Fig. 1: cells coloured by class
Scale: 6 px per um.
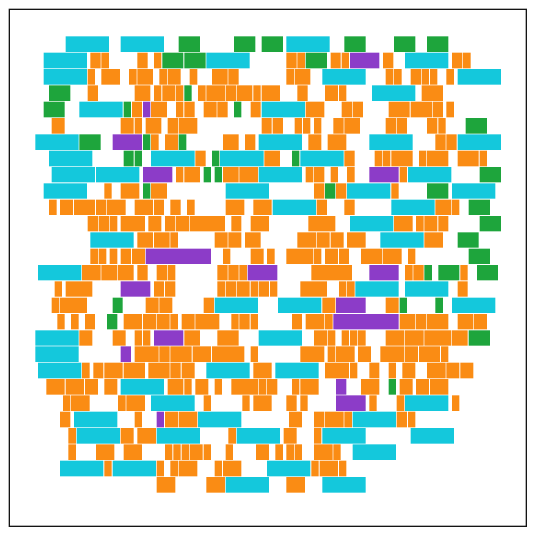
Fig. 2: cell sizes after repair
Scale: 3 px per um.
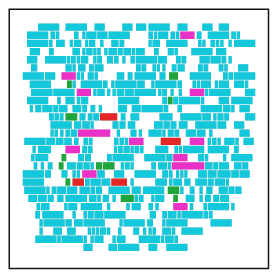
Fig. 3: signal metal coverage by tile
Scale: 4 px per um. 17 x 17 tiles, from dark purple (low) to yellow (high), scaled to the fullest tile. Values are wire area over tile area, all layers added.
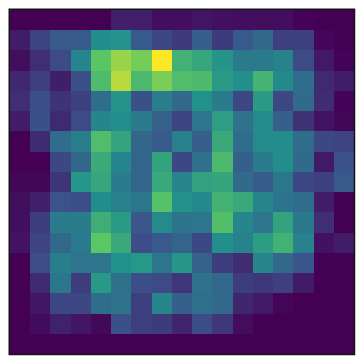
Design lcd_char_writer, sky130hd; sources not shown.
==> run_results.csv <==
group,metric,value,unit
outcome,run_status,"finished, final reports clean",
clock_tree,hold_buffers,0,
die,dieHeight,85.9,um
clock_tree,cts_tree,"built",
die,die_w,85.9,um
die,die-area,7380,um^2
worst_setup_path,slowest_delay,0.51,ns
layout,multiInputGateArea,1990,um^2
synth,syn_area,3340,um^2
worst_setup_path,path_delay_family,"simple AND/OR/NAND/NOR gates",
timing,rsz0062_at_grt,"false",
global_routing,grt_pass1_wl,13800,um
placement,place.gp.congestion,0.871,
global_routing,grt_use_met3,0.0528,
clock_tree,post_cts_buffers,0,
detailed_routing,drc,0,
worst_setup_path,worstSetupPathType,"flop to flop",
timing,fin_crit_sh,0.771,
clock_tree,cts_root_buf,"clkbuf_8",
worst_setup_path,cp_data_arrival_time,3.39,ns
synth,ff_type,"dfxtp_1",
layout,lay_top_count,"dfxtp_1",
power,ir_drop,0.226,mV
worst_setup_path,reg2reg_depth,8,
power,cellPowerDensity,313,nW/um^2
synth,ys_types,58,
detailed_routing,wl_met1,4080,um
clock_tree,cts.sinks,62,
clock_tree,clock_latency,0.34,ns
worst_setup_path,worstPathRequired,4.37,ns
detailed_routing,drtIter0Drc,263,
timing,hold_violations,0,
synth,yosysCellCount,415,
global_routing,antenna_found_initial,0,
global_routing,grt_overflow,0,
layout,register_area,1240,um^2
die,fp_util,0.564,
worst_setup_path,crit_chain,"ha_1 > and4b_1 > nand4_1 > or3_1 > o21ai_4 > nor3b_4 > or3b_1 > a2bb2oi_1",
detailed_routing,dr.max_layer_used,"met4",
About Fig. 1:
- flops: cyan (cells 62)
- combinational and other logic: orange (cells 334)
- other buffers and delay cells: green (cells 41)
- clock drivers and dummy loads: purple (cells 16)
Seq area share: 0.321
Rows: 28
fin util: 0.654
final instance area: 3870 um^2
core outline area: 5920 um^2

About Fig. 2:
- _6 and larger: magenta (cells 12; share 2.6%)
- _2 cells: green (cells 12; share 2.6%)
- _0 and _1 cells: cyan (cells 425; share 94%)
- _3 and _4 cells: red (cells 4; share 0.88%)
area growth from synthesis to layout: 15.8%
Non-clk bufs: 41
Final WS setup: 0.986 ns

About Fig. 3:
- densest ninth of the die: centre
- fullest tile: 0.65
- nearly empty tiles: 19%
- emptiest ninth of the die: lower right
- tiles over half the peak: 16%
- mean over tiles: 0.18
DR WL/cell: 15.5 um
Total GRT Usage: 0.234
Routed WL: 8170 um
via count: 3178

cells by family after synthesis:
family,count (synthesis),synth area share
simple gates,200,0.310
compound gates,87,0.175
xor+xnor,22,0.0577
mux,9,0.0296
flops,62,0.372
fa+ha+maj,6,0.0225
buf+inv,29,0.0341
final cells by class:
type	count	area share
Multi-Input combinational cell	324	0.513
Inverter	10	0.00970
Sequential cell	62	0.321
Clock inverter	6	0.0200
Buffer	19	0.0197
Tap cell	75	0.0242
Timing Repair Buffer	22	0.0569
Clock buffer	10	0.0356
stage by stage:
| stage | cell area (um^2) | hold slack, ns | worst slack, ns | power [mW] |
|---|---|---|---|---|
| finish | 3870 | 0.259 | 0.986 | 1.21 |
| global route | 3870 | 0.286 | 0.862 | 1.25 |
| CTS | 3870 | 0.257 | 1.02 | 1.22 |
| detailed placement | 3650 | 0.247 | 0.813 | 0.659 |
| global placement | 3650 | 0.243 | 0.815 | 0.657 |
| floorplan | 3340 | 0.230 | 1.57 | 0.633 |
cells in the mapped netlist (5+ instances only):
library cell  instances
a21oi_1              33
and2_1                5
and3_1               14
clkbuf_1             14
dfxtp_1              62
ha_1                  6
inv_1                10
mux2i_1               5
nand2_1              57
nand2b_1              6
nand3_1              19
nand4_1               8
nor2_1               48
nor3_1                5
nor3b_1               6
nor4_1                5
o21ai_0              11
o31ai_1               5
xnor2_1               8
xor2_1               14
worst reg2reg max path: cells and delay by family (launching register included):
kind | cells | cell delay, ns
DFF | 1 | 0.37
AOI/OAI and AO/OA | 2 | 0.40
adders and majority gates | 1 | 0.30
and+or+nand+nor | 5 | 1.98
power by group:
group	switching, mW	internal [mW]
logic	0.0353	0.0236
clock network	0.230	0.336
registers	0.00538	0.582
total	0.270	0.942
No activity file was given, so power comes from the tool's default toggle rates.
